### src/rtl/btn_mode_ctrl.sv
// Button front end: two-flop synchronisers, per-button debounce, press and
// long-press pulses, and the watch/stopwatch/timer mode register.
module btn_mode_ctrl #(
    parameter int unsigned DEBOUNCE_CYCLES   = 500000,
    parameter int unsigned LONG_PRESS_CYCLES = 50000000,
    parameter int unsigned MODE_BTN          = 0,
    parameter int unsigned NUM_MODES         = 3
) (
    input  logic       clk,
    input  logic       rst,
    input  logic [7:0] btn,
    output logic [7:0] btn_level,
    output logic [7:0] btn_press,
    output logic [7:0] btn_long,
    output logic [3:0] mode,
    output logic       mode_changed
);
    localparam int unsigned DW = $clog2(DEBOUNCE_CYCLES);
    localparam int unsigned HW = $clog2(LONG_PRESS_CYCLES + 1);

    localparam logic [DW-1:0] D_LAST    = DW'(DEBOUNCE_CYCLES - 1);
    localparam logic [HW-1:0] H_MAX     = HW'(LONG_PRESS_CYCLES);
    localparam logic [HW-1:0] H_PRE     = HW'(LONG_PRESS_CYCLES - 1);
    localparam logic [3:0]    MODE_LAST = 4'(NUM_MODES - 1);
    localparam logic [2:0]    MB        = 3'(MODE_BTN);

    logic [7:0] s1;
    logic [7:0] s2;

    always_ff @(posedge clk or posedge rst) begin
        if (rst) begin
            s1 <= '0;
            s2 <= '0;
        end else begin
            s1 <= btn;
            s2 <= s1;
        end
    end

    for (genvar g = 0; g < 8; g++) begin : g_bit
        logic [DW-1:0] dcnt;
        logic [HW-1:0] hcnt;
        logic          level_r;
        logic          press_r;
        logic          long_r;

        always_ff @(posedge clk or posedge rst) begin
            if (rst) begin
                dcnt    <= '0;
                hcnt    <= '0;
                level_r <= 1'b0;
                press_r <= 1'b0;
                long_r  <= 1'b0;
            end else begin
                press_r <= 1'b0;
                long_r  <= 1'b0;

                if (s2[g] != level_r) begin
                    if (dcnt == D_LAST) begin
                        level_r <= s2[g];
                        press_r <= s2[g];
                        dcnt    <= '0;
                    end else begin
                        dcnt <= dcnt + DW'(1);
                    end
                end else begin
                    dcnt <= '0;
                end

                // Hold count follows the registered level, so it starts the
                // edge after the press pulse and saturates to stop repeats.
                if (!level_r) begin
                    hcnt <= '0;
                end else if (hcnt != H_MAX) begin
                    hcnt   <= hcnt + HW'(1);
                    long_r <= (hcnt == H_PRE);
                end
            end
        end

        assign btn_level[g] = level_r;
        assign btn_press[g] = press_r;
        assign btn_long[g]  = long_r;
    end

    always_ff @(posedge clk or posedge rst) begin
        if (rst) begin
            mode         <= '0;
            mode_changed <= 1'b0;
        end else begin
            mode_changed <= btn_press[MB];
            if (btn_press[MB]) begin
                mode <= (mode == MODE_LAST) ? '0 : mode + 4'd1;
            end
        end
    end

endmodule

### config.mk
export PLATFORM = sky130hd
export DESIGN_NAME = btn_mode_ctrl
export DESIGN_NICKNAME = d
export VERILOG_FILES = /design/src/rtl/btn_mode_ctrl.sv
export SDC_FILE = /design/constraint.sdc
export NUM_CORES = 1
export LEC_CHECK = 0
export CAP_MARGIN = 0
export CORE_MARGIN = 2
export CORE_UTILIZATION = 35
export DETAILED_ROUTE_END_ITERATION = 12
export GPL_ROUTABILITY_DRIVEN = 0
export PLACE_DENSITY = 0.57
export SLEW_MARGIN = 20
export SYNTH_ARGS = -nofsm -noshare
export SYNTH_HDL_FRONTEND = slang
export SYNTH_SLANG_ARGS = --single-unit
### constraint.sdc
create_clock -name clk -period 13 [get_ports clk]
set_input_delay 1.3 -clock clk [delete_from_list [all_inputs] [get_ports clk]]
set_output_delay 1.3 -clock clk [all_outputs]
set_load 0.03 [all_outputs]
==> run_1/m1.png <==
Scale bar: 50 µm. Supply wires on this layer in grey.
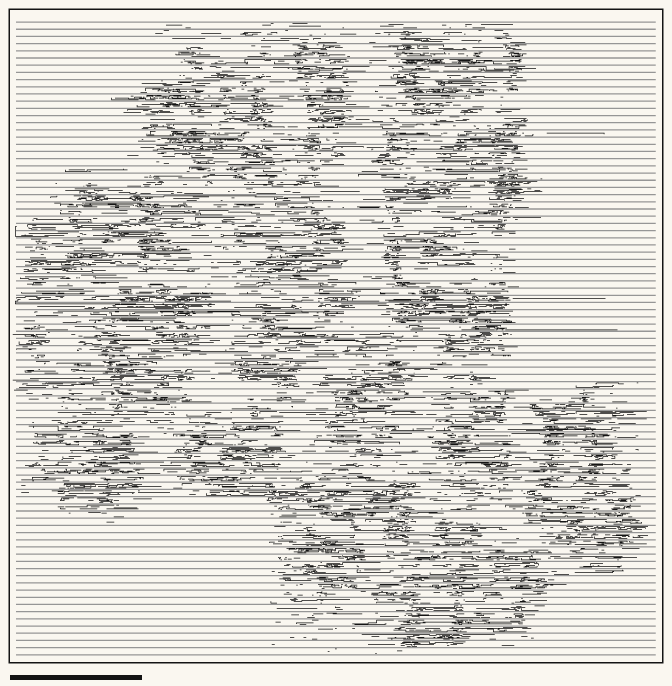
share of all routed wire	48%
longest straight run	49.2 µm
wire length on this layer	20.1 mm
routing usage on met1: 18.7%
via total after detailed routing: 15765
Post-Route WL: 41900 µm

==> run_1/m2.png <==
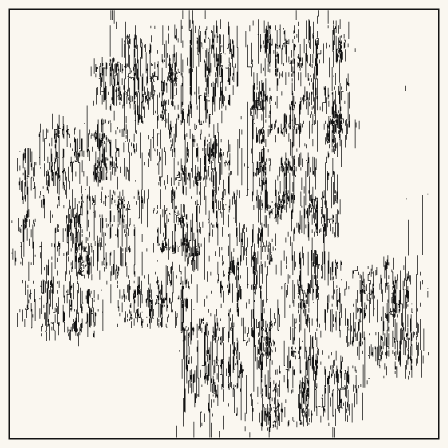
nets with wire on the layer	1827
main direction	vertical
longest straight run	59.5 µm
wire length on this layer	19500 µm
M2 GR Usage: 22.8%

==> reports/qor.txt, run 1 <==
Status -> completed
Syn-to-layout area delta -> 12.6%
Mapped Avg Cell Area -> 9.60 µm²
CORE AREA -> 0.0579 mm²
Worst Setup End Kind -> async pin
Pleak -> 8.58 nW
# nets final -> 2178
Worst-path clk slew -> 0.06 ns
Latency at later pin -> 0.58 ns
PD cells -> 117 mW/mm²
Yosys stat cell total -> 2147
Synth Register Bits -> 405
Initial antenna violation count -> 0
Max Cap Viol -> 0
Die H -> 247 µm
Leading area contributor after synthesis -> dfrtp_1
Syn nets -> 2181
Io pins -> 39
Total power -> 2.73 mW
Vias per inst -> 5.35
Top cells excl fill/tap -> 405 x dfrtp_1, 207 x nor2_1, 155 x nand2_1, 138 x a21oi_1, 128 x nand3_1
Slew margin rel. -> 37.8%
Top-area cell share -> 49.2%
Critical-path cell list -> clkdlybuf4s50_1 > inv_8 > buf_12 > buf_4
Critical path class -> primary input to async pin
Ant diodes -> 0
Worst EP required -> 13.56 ns
Fmax achieved -> 289 MHz
DP Wirelength -> 26700 µm
Drt wl/cell -> 14.2 µm
Slowest CP cell -> buf_4
Port Buffers -> 38
Placed Instances -> 2860
Pins Over Slew Limit -> 0
Final hold vios -> 0
Max VDD drop -> 0.0837 mV
WP data arrival -> 4.02 ns
Min Tclk post-route -> 3.45 ns
Width of the die -> 247 µm
Fraction of registers with async set or reset after synthesis -> 100%
EDFF count, synth -> 0
Total CTS buffers -> 47
Tightest Pin Transition -> 0.934 ns
Crit start category -> primary input
Antenna violation net count after detailed routing -> 0
Fp_density -> 35.6%
Drt pass-1 iters -> 5
Largest net degree at the start of global routing -> 172
Chip area -> 0.0608 mm²
Mapped Area -> 0.0206 mm²
Violation count after the first detailed-routing iteration -> 898
Std cell rows -> 88
Finished Layout Cells -> 2948
Post-synth cell types -> 53
Crit Path Max Fanout -> 171
==> run_1/m3.png <==
Scale bar: 50 µm.
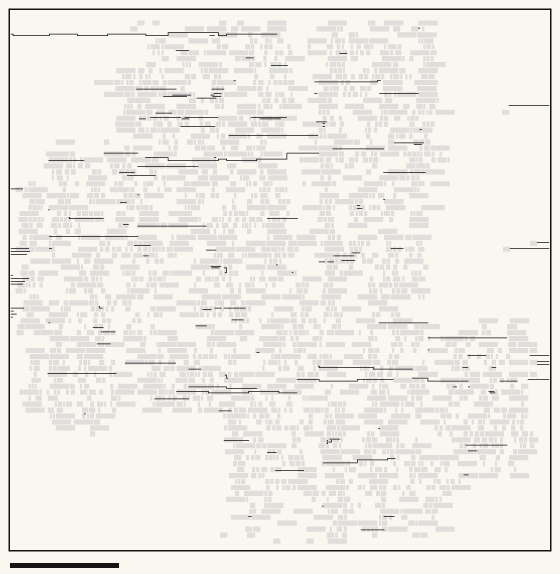
nets with wire on the layer	93
share of all routed wire	3.5%
longest straight run	40.5 µm
main direction	horizontal
wire length on this layer	1450 µm

==> run_1/m4.png <==
Supply wires on this layer in grey.
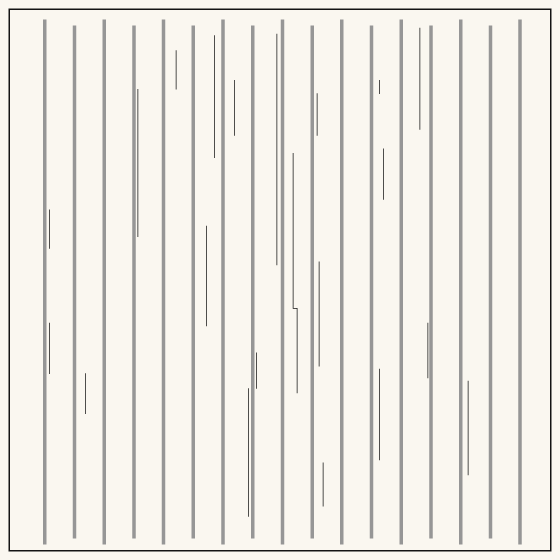
nets with wire on the layer	8
wire length on this layer	834 µm
main direction	vertical
longest straight run	105 µm
share of all routed wire	2.0%

[run 1: metal layers]
metal  vias to the layer above  wire (µm)  GRT usage (%)
met5                         -          0              0
met4                         0        833           3.88
met3                        57       1450           2.45
met2                       227      19500           22.8
met1                      7716      20100           18.7
li1                       7765          -              -
[run 1: cells in the mapped netlist (56+ instances only)]
cell	count
nand2_1	155
a21oi_1	138
xor2_1	90
nand4_1	93
nand3_1	128
clkbuf_1	65
or3_1	69
nor4_1	56
o21ai_0	66
nor2_1	207
o31ai_1	65
inv_1	72
dfrtp_1	405
xnor2_1	90
or4_1	82
[run 1: registers in the layout (all words and copies together) (netlist names)]
name,count
s1,8
mode,4
g_bit.press_r,8
g_bit.dcnt,152
g_bit.long_r,8
g_bit.hcnt,208
s2,8
g_bit.level_r,8
mode_changed,1
[run 1: report_power, final]
| group | leakage (nW) | total (mW) | switching (mW) | internal [mW] |
|---|---|---|---|---|
| Clock | 0.803 | 1.40 | 0.541 | 0.857 |
| Sequential | 5.60 | 1.28 | 0.00781 | 1.27 |
| Combinational | 2.17 | 0.0512 | 0.0393 | 0.0119 |
| Total | 8.58 | 2.73 | 0.588 | 2.14 |
[run 1: cell families (layout without fill, tap and decap cells)]
kind of cell               count (synthesis)  after routing  share of synthesized area, %
buffers and inverters                    173            209                          3.71
adders and majority gates                 24             24                          1.46
DFF                                      405            405                          49.2
xor gates and xnor gates                 180            180                          7.65
AOI/OAI and AO/OA                        295            295                          8.63
and+or+nand+nor                         1033           1033                          27.5
muxes                                     37             37                          1.85
[run 1: path summary, 6_finish.rpt]
check | from | cells past startpoint | slack [ns] | to
worst max-delay path | rst | 4 | 9.55 | g_bit[4].dcnt[12]
worst min-delay path | s1[3] | 0 | 0.32 | s2[3]
worst max register to register | g_bit[5].hcnt[0] | 5 | 10.60 | g_bit[5].hcnt[24]
worst min register to register | s1[3] | 0 | 0.32 | s2[3]
max in group clk | g_bit[0].level_r | 1 | 9.59 | btn_level[0]
min in group asynchronous | rst | 2 | 1.26 | s2[3]
[run 1: metrics by stage]
step,hold WS (ns),util (%),area [µm²]
2_1_floorplan,0.331,-,20600
3_3_place_gp,0.332,37.2,21500
3_5_place_dp,0.336,37.2,21500
4_1_cts,0.332,40.1,23200
5_1_grt,0.339,40.1,23200
6_report,0.318,40.1,23200
[run 1: area by class of cell]
cell class | instances | area, µm² | area share [%]
clock buffers | 67 | 1370 | 5.91
inverters | 75 | 289 | 1.25
well taps | 765 | 957 | 4.12
repair buffers | 46 | 453 | 1.95
multi-input cells | 1569 | 9710 | 41.8
clock inverters | 21 | 290 | 1.25
flip-flops and latches | 405 | 10100 | 43.7
[run 1: worst register-to-register path: stages (launching register included)]
cell and delay [ns]:
dfrtp_1 0.46, ha_1 0.28, nand2_1 0.13, or4_1 0.71
or4_1 0.55, a21oi_1 0.17
==> run 1 -> run 2 <==
--- a/config.mk
+++ b/config.mk
@@ -10,7 +10,7 @@
 export CORE_UTILIZATION = 35
 export DETAILED_ROUTE_END_ITERATION = 12
 export GPL_ROUTABILITY_DRIVEN = 0
-export PLACE_DENSITY = 0.57
+export PLACE_DENSITY = 0.55
 export SLEW_MARGIN = 20
 export SYNTH_ARGS = -nofsm -noshare
 export SYNTH_HDL_FRONTEND = slang
==> constraint.sdc (replaced) <==
create_clock -name clk -period 3.3 [get_ports clk]
set_input_delay 0.33 -clock clk [delete_from_list [all_inputs] [get_ports clk]]
set_output_delay 0.33 -clock clk [all_outputs]
set_load 0.03 [all_outputs]
==> run_2/m1.png <==
Scale bar: 50 µm. Supply wires on this layer in grey.
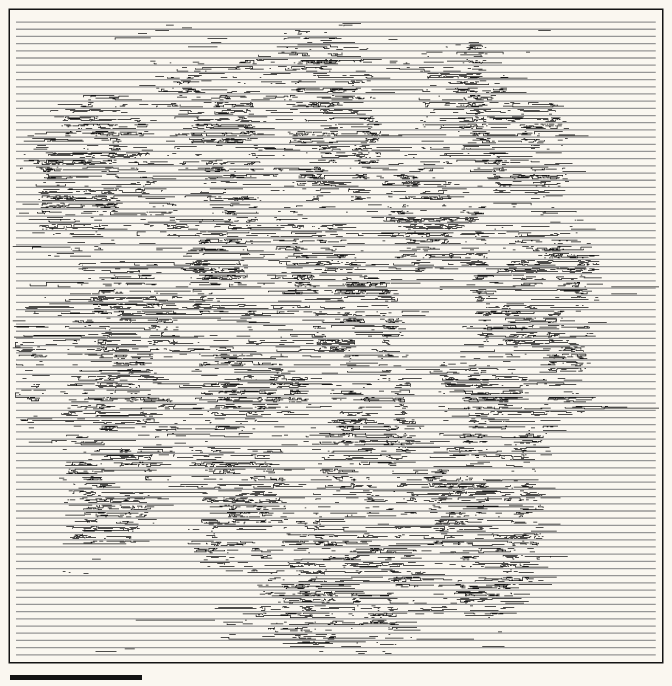
share of all routed wire	49%
nets with wire on the layer	2062
wire length on this layer	20.2 mm
longest straight run	38.2 µm
routing usage on met1: 19.0%
Post-Route WL: 41500 µm
via total after detailed routing: 15717

==> run 2 against run 1 <==
Against the previous run: register-to-register slack worse by 9.6 ns; setup slack got worse by 8.7 ns; cell area about the same; sequential cell count stayed put; utilization barely moved; die area unchanged; sequential share of layout area about the same; cell count rose by 0.14%; global-route usage grew 0.15 points; combinational power went up to 4.1 times the previous value; critical path type is now flop to output pin; largest power group unchanged; largest cell class unchanged; synthesized area is the same; critical endpoint is now btn_level[0]; power rose to 3.9 times the previous value.
==> reports/qor.txt, run 2 <==
Top cells excl fill/tap -> 405 x dfrtp_1, 207 x nor2_1, 155 x nand2_1, 138 x a21oi_1, 128 x nand3_1
# nets final -> 2183
Post-synth area hogs -> dfrtp_1 49%, xnor2_1 3.8%, xor2_1 3.8%
Top-area cell share -> 49.2%
Crit start category -> flop
Critical Path Source -> g_bit[0].level_r
Synth Register Bits -> 405
R2r setup slk -> 1.01 ns
Sequential power share -> 47.6%
Worst hold margin -> 0.183 ns
Psw -> 2.29 mW
Fmax achieved -> 406 MHz
Count leader, synth -> dfrtp_1
Die H -> 247 µm
PD cells -> 455 mW/mm²
Total GRT Usage -> 14.0%
DP Wirelength -> 26800 µm
Placed Instances -> 2864
Util after Layout -> 40.1%
DP Area -> 0.0216 mm²
Internal Pwr Total -> 8.28 mW
Post-synth top cells -> 405 x dfrtp_1, 207 x nor2_1, 155 x nand2_1, 138 x a21oi_1, 128 x nand3_1
RR Startpoint -> g_bit[5].hcnt[0]
CORE AREA -> 0.0579 mm²
Chip area -> 0.0608 mm²
Finished Layout Cells -> 2952
Final hold vios -> 0
WP data arrival -> 2.14 ns
Max VDD drop -> 0.350 mV
Slowest CP cell -> clkdlybuf4s50_1
Syn nets -> 2181
Fraction of registers with async set or reset after synthesis -> 100%
Critical path class -> flop to output pin
Initial antenna violation count -> 0
Antenna violation net count after detailed routing -> 0
Fp_density -> 35.6%
Comb pwr share -> 2.0%
Crit Path Max Fanout -> 21
Pins Over Slew Limit -> 0
Reg-to-Reg End -> g_bit[5].hcnt[22]
Yosys stat cell total -> 2147
Max Cap Viol -> 0
Violation count after the first detailed-routing iteration -> 1052
Worst-path clk slew -> 0.06 ns
Width of the die -> 247 µm
Largest net degree at the start of global routing -> 113
Ant diodes -> 0
CTS sink count -> 405
Status -> completed
Critical-path cell list -> clkdlybuf4s50_1
Drt pass-1 iters -> 5
Vias per inst -> 5.32
Clock power frac -> 50.4%
EDFF count, synth -> 0
Top flop regs -> g_bit.hcnt x208, g_bit.dcnt x152
Total CTS buffers -> 48
Mapped Avg Cell Area -> 9.60 µm²
Leading area contributor after synthesis -> dfrtp_1
Latency at later pin -> 0.58 ns
Max reg flops -> 208
Tightest Pin Transition -> 0.918 ns
Reg2Reg Depth -> 5
Pleak -> 8.60 nW
Drt wl/cell -> 14.1 µm
Worst Setup End Kind -> output pin
Post-synth cell types -> 53
Slew margin rel. -> 38.2%
Io pins -> 39
Port Buffers -> 38
Syn-to-layout area delta -> 12.7%
Mapped Area -> 0.0206 mm²
==> run 2: power by group through the flow <==
stage	clock, mW	combinational (mW)	sequential, mW
2_1_floorplan	0	0.146	5.12
3_3_place_gp	0	0.220	5.12
3_5_place_dp	0	0.226	5.12
4_1_cts	5.53	0.226	5.03
5_1_grt	5.73	0.250	5.03
6_report	5.33	0.212	5.03
==> run 2: how the worst max path moves through the flow <==
stage / end / slack, ns / cells after the start
floorplan: g_bit[0].dcnt[0] / -2.49 / 1
global placement: g_bit[0].dcnt[8] / 1.07 / 4
detailed placement: g_bit[0].dcnt[3] / 1.02 / 4
CTS: btn_level[0] / 0.77 / 1
global route: btn_level[0] / 0.70 / 1
finish: btn_level[0] / 0.83 / 1
==> run 2: kinds of logic after synthesis <==
kind of cell / share of synthesized area, %
compound gates: 8.63
flops: 49.2
simple gates: 27.5
fa+ha+maj: 1.46
mux: 1.85
buf+inv: 3.71
xor+xnor: 7.65
==> run 2: final cells by class <==
cell class	count	area, µm²	area share [%]
clock buffers	70	1430	6.14
clock inverters	18	178	0.765
inverters	75	285	1.23
multi-input cells	1569	9710	41.8
flip-flops and latches	405	10100	43.6
well taps	765	957	4.12
repair buffers	50	533	2.30
==> run 2: per-layer routing <==
metal	vias to the layer above	GRT usage [%]	part of all wire, %
met5	-	0	0
met4	0	3.44	1.6
met3	51	2.71	3.6
met2	179	22.9	46
met1	7711	19.0	49
li1	7776	-	-
==> run 2: metrics by stage <==
| stage | TNS (ns) | power (mW) |
|---|---|---|
| 2_1_floorplan | -1006.71 | 5.26 |
| 3_3_place_gp | 0 | 5.34 |
| 3_5_place_dp | 0 | 5.35 |
| 4_1_cts | 0 | 10.8 |
| 5_1_grt | 0 | 11.0 |
| 6_report | 0 | 10.6 |
Power is estimated from default activity; no workload was simulated.
